Figure 1. Cell outlines without signal wires.
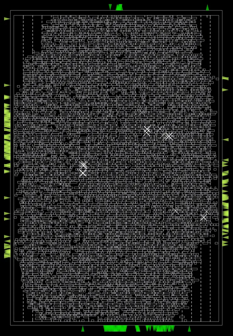
Figure 2. Where the registers sit.
The bar under the picture is 100 um long. Other cells in grey.
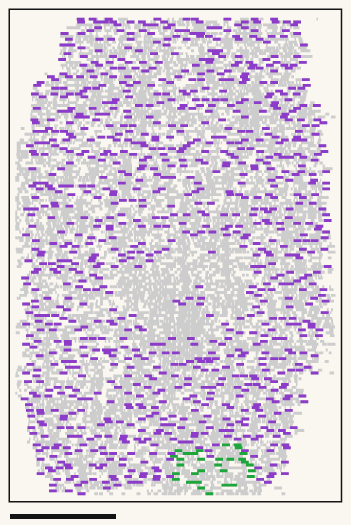
Figure 3. Nets reached from selected ports.
The bar under the picture is 100 um long.
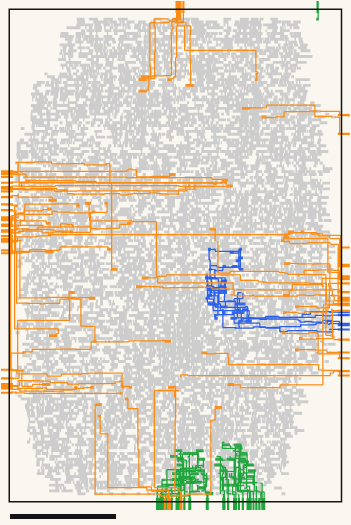
### src/rtl/reg_file_sb.sv
// ---------------------------------------------------------------------------
// reg_file_sb
//
// Integer register file with a pending-bit scoreboard. It has two write
// ports: port 0 takes short-latency results and port 1 takes long-latency
// results such as loads. An issue port marks a destination register pending
// until its port-1 writeback arrives. Register 0 is hardwired to zero.
//
// Parameters
//   XLEN    data width in bits
//   NREG    register count (power of two, >= 2)
//   NRD     number of read ports
//   BYPASS  1 = same-cycle write-to-read forwarding, 0 = none
//
// Ports
//   clk            single clock, all state updates on posedge
//   rst_n          synchronous active-low reset
//   ra     [NRD]   read addresses
//   rd     [NRD]   read data (combinational)
//   rd_rdy [NRD]   1 when the read value is final (register not pending)
//   we0/wa0/wd0    write port 0 (short-latency results)
//   we1/wa1/wd1    write port 1 (long-latency results, clears pending bit)
//   iss_v/iss_a    issue, marks register iss_a pending
//   busy   [NREG]  registered pending bit vector
// ---------------------------------------------------------------------------
module reg_file_sb #(
   parameter int XLEN   = 32,
   parameter int NREG   = 32,
   parameter int NRD    = 2,
   parameter int BYPASS = 1,
   localparam int AW    = $clog2(NREG)
) (
   input  logic                      clk,
   input  logic                      rst_n,
   input  logic [NRD-1:0][AW-1:0]    ra,
   output logic [NRD-1:0][XLEN-1:0]  rd,
   output logic [NRD-1:0]            rd_rdy,
   input  logic                      we0,
   input  logic [AW-1:0]             wa0,
   input  logic [XLEN-1:0]           wd0,
   input  logic                      we1,
   input  logic [AW-1:0]             wa1,
   input  logic [XLEN-1:0]           wd1,
   input  logic                      iss_v,
   input  logic [AW-1:0]             iss_a,
   output logic [NREG-1:0]           busy
);

   localparam bit BypassEn = (BYPASS != 0);

   logic [XLEN-1:0] regs_q [NREG];
   logic [XLEN-1:0] regs_d [NREG];
   logic [NREG-1:0] busy_q;
   logic [NREG-1:0] busy_d;

   logic wr0Valid;
   logic wr1Valid;
   logic issValid;

   // Writes and issues that target register 0 are silently dropped.
   assign wr0Valid = we0   && (wa0   != '0);
   assign wr1Valid = we1   && (wa1   != '0);
   assign issValid = iss_v && (iss_a != '0);

   // Next register contents. Port 1 is applied after port 0 so that a
   // same-address collision stores the long-latency result.
   always_comb begin
      regs_d = regs_q;
      if (wr0Valid) begin
         regs_d[wa0] = wd0;
      end
      if (wr1Valid) begin
         regs_d[wa1] = wd1;
      end
      regs_d[0] = '0;
   end

   // Next pending vector. A writeback clears its bit first and an issue
   // sets afterwards, so a same-cycle issue to that register leaves it
   // pending. Setting an already set bit is a no-op, so there is no counting.
   // Port 0 never touches the scoreboard.
   always_comb begin
      busy_d = busy_q;
      if (wr1Valid) begin
         busy_d[wa1] = 1'b0;
      end
      if (issValid) begin
         busy_d[iss_a] = 1'b1;
      end
      busy_d[0] = 1'b0;
   end

   // State registers. Reset wins over any write or issue in the same cycle.
   always_ff @(posedge clk) begin
      if (!rst_n) begin
         for (int i = 0; i < NREG; i++) begin
            regs_q[i] <= '0;
         end
         busy_q <= '0;
      end else begin
         regs_q <= regs_d;
         busy_q <= busy_d;
      end
   end

   assign busy = busy_q;

   // Read ports. With forwarding enabled, a write landing this cycle is
   // visible immediately, and port 1 takes priority over port 0 to match the
   // storage order. A register under a port-1 writeback is reported ready
   // because the forwarded value is the final one.
   always_comb begin
      rd     = '0;
      rd_rdy = '0;
      for (int i = 0; i < NRD; i++) begin
         if (ra[i] == '0) begin
            rd[i]     = '0;
            rd_rdy[i] = 1'b1;
         end else begin
            rd[i]     = regs_q[ra[i]];
            rd_rdy[i] = !busy_q[ra[i]];
            if (BypassEn) begin
               if (we0 && (wa0 == ra[i])) begin
                  rd[i] = wd0;
               end
               if (we1 && (wa1 == ra[i])) begin
                  rd[i]     = wd1;
                  rd_rdy[i] = 1'b1;
               end
            end
         end
      end
   end

endmodule

### config.mk
export PLATFORM = sky130hd
export DESIGN_NAME = reg_file_sb
export DESIGN_NICKNAME = d
export VERILOG_FILES = /design/src/rtl/reg_file_sb.sv
export SDC_FILE = /design/constraint.sdc
export NUM_CORES = 2
export LEC_CHECK = 0
export CORE_ASPECT_RATIO = 1.5
export CORE_MARGIN = 5
export CORE_UTILIZATION = 47
export DETAILED_ROUTE_END_ITERATION = 7
export PLACE_DENSITY = 0.61
export SYNTH_ARGS = -nofsm -noshare
export SYNTH_HDL_FRONTEND = slang
export SYNTH_SLANG_ARGS = --single-unit
### constraint.sdc
create_clock -name clk -period 3.6 [get_ports clk]
set_input_delay 0.9 -clock clk [delete_from_list [all_inputs] [get_ports clk]]
set_output_delay 0.9 -clock clk [all_outputs]
set_load 0.01 [all_outputs]
==> CHANGELOG.md <==
### Metrics

- Bufs on Longest Clock Path: 3
- Worst hold path class: reg -> reg
- Clock power frac: 41.5%
- Post-Synthesis Cell Area: 64700 um2
- Yosys Instances: 7432
- Final hold vios: 0
- Critical path fanouts, max: 7
- Setup WS post-layout: -0.465 ns
- Final Net Count: 7902
- Most common cell on crit path: buf_8
- Antenna violations before repair: 28
- Slew Viols, Final: 0
- Register area: 20500 um2
- Delay-heaviest family, CP: buffers and inverters
- Crit path cell chain: buf_16, buf_8, buf_8, xnor2_4, nand4_1, buf_4, nor2_4, buf_12, buf_16, buf_8, a2111oi_4, a21oi_4, buf_6
- Routed wire length: 388000 um
- Worst slack, placed: -1.49 ns
- Max Cap Violations: 0
- Pleak: 32.0 nW
- Die Area: 145000 um2
- Via density: 7.83
- Crit path time final: 4.07 ns
- Violations in the final reports: design-rule violations, negative setup slack
- Chip Area, Yosys: 64700 um2
- Drt drc: 35
- Seq share, synth: 31.7%
- Area after DPL: 74500 um2
- Critical path buffers and inverters: 8
- Synth top area share: 31.7%
- Final Instance Area: 85700 um2
- Biggest area cells: dfxtp_1, mux4_2, a311oi_1, mux2i_1, nor2_1
- Total CTS buffers: 107
- Critical path's slowest cell: a21oi_4
- Actual slew at the worst max-slew pin: 0.942 ns
- DR pass1 iterations: 8
- Crit. End Element: output port
- DRT iter0 DRCs: 14695
- Synth cell count leaders: nor2_1, dfxtp_1, clkbuf_1, nand2_1, a311oi_1
- Core box area: 137000 um2
- CP required: 2.70 ns
- Post-route setup TNS: -15.42 ns
- Pre-Place Util: 47.3%
- Status: finished, violations left
- Clock tree from TritonCTS: done
- Setup violators final: 66
## Picture notes: Figure 1
Post-Layout Cell Count: 9683
Fill cells: 11030
sequential cell area share: 23.9%

## Picture notes: Figure 2
| signal | colour | sequential cells | where |
|---|---|---|---|
| regs_q | purple | 992 | spread over the die |
| busy | green | 31 | bottom centre |

## Picture notes: Figure 3
| port | colour | bits | direction | edge | end cells | buffers | wire |
|---|---|---|---|---|---|---|---|
| wa0 | blue | 5 | input | right | 37 | 15 | 1370 um |
| rd | orange | 64 | output | 31 left, 21 right, 6 top, 6 bottom | 64 | 77 | 8310 um |
| busy | green | 32 | output | 31 bottom, 1 top | 32 | 32 | 1890 um |

placed cells by master, fill, tap and decap left out, drive strengths merged, types with 10 or more instances in the layout:
cell type | Yosys | routed
o21a | 13 | 13
a21boi | 28 | 28
a211oi | 397 | 397
a2111oi | 19 | 19
o31ai | 26 | 26
nor3 | 37 | 37
o311ai | 51 | 51
a221oi | 52 | 52
nand2b | 10 | 10
clkbuf | 769 | 161
nand3 | 480 | 480
nand2 | 711 | 711
o21ai | 205 | 205
mux2 | 129 | 129
clkinv | 2 | 25
mux4 | 386 | 386
nor2 | 1154 | 1154
xnor2 | 16 | 16
nor2b | 30 | 30
nand3b | 20 | 20
a22oi | 94 | 94
dfxtp | 1023 | 1023
buf | 328 | 1244
a32oi | 136 | 136
bufinv | 0 | 14
mux2i | 453 | 453
diode | 0 | 25
and3 | 21 | 21
o22ai | 87 | 87
nor3b | 12 | 12
a311oi | 596 | 596
a21oi | 63 | 63
clkdlybuf4s50 | 0 | 102
a221o | 13 | 13
per-stage QoR:
step | power (mW) | std cells
floorplan | 14.2 | 7432
global placement | 16.6 | 9192
detailed placement | 16.7 | 9192
CTS | 29.4 | 9567
global route | 30.6 | 9661
finish | 30.3 | 9683
metal layers:
layer	vias up	global-route usage [%]	wire length [um]
li1	28899	-	-
met2	7949	68.6	151000
met1	36174	57.7	124000
met3	2727	23.7	64700
met4	24	45.9	47600
met5	-	1.67	638
layout make-up:
cell class	count	share of cell area, %
inverter	5	0.0307
timing repair buffer	1364	19.1
antenna	25	0.0730
clock inverter	47	0.755
sequential	1023	23.9
tap	1764	2.58
clock buffer	148	3.70
multi-input combinational	5307	49.9
flip-flops by register name, summed over array words and instances (netlist names):
name,flops
busy,31
regs_q,992
final timing paths:
kind,cells past startpoint,startpoint,to,slack [ns]
hold reg to reg,2,regs_q[245],regs_q[245],0.50
hold / removal,2,regs_q[245],regs_q[245],0.50
setup / recovery,13,ra[5],rd[63],-0.47
setup reg to reg,2,regs_q[943],regs_q[943],2.60
worst register-to-register path: stages, from the launching register on:
cell	delay, ns
dfxtp_1	0.43
nand2_1	0.08
a311oi_1	0.37
cells by family (layout without fill, tap and decap cells):
family / after synthesis / count (layout) / synth area share (%)
compound gates: 1809 / 1809 / 21.7
xor+xnor: 20 / 20 / 0.271
buf+inv: 1102 / 1564 / 7.33
flops: 1023 / 1023 / 31.7
mux: 968 / 968 / 22.8
other cells: 1 / 26 / 0.00580
simple gates: 2509 / 2509 / 16.2
power groups by stage:
| stage | clock network (mW) | registers, mW | logic [mW] |
|---|---|---|---|
| 5_1_grt | 12.9 | 11.7 | 5.93 |
| 6_report | 12.6 | 11.7 | 5.97 |
| 3_5_place_dp | 0 | 12.0 | 4.70 |
| 4_1_cts | 12.4 | 11.7 | 5.28 |
| 2_1_floorplan | 0 | 11.9 | 2.28 |
| 3_3_place_gp | 0 | 12.0 | 4.68 |
timing repair:
item | in CTS | in global routing
cloned | 32 | 10
buffers inserted | 177 | 118
setup endpoints to repair | 66 | 66
resized | 855 | 398
pin swaps | 126 | 176
hold buffers | 0 | 0
Power figures rest on the tool's default switching activity, not on a simulated workload.
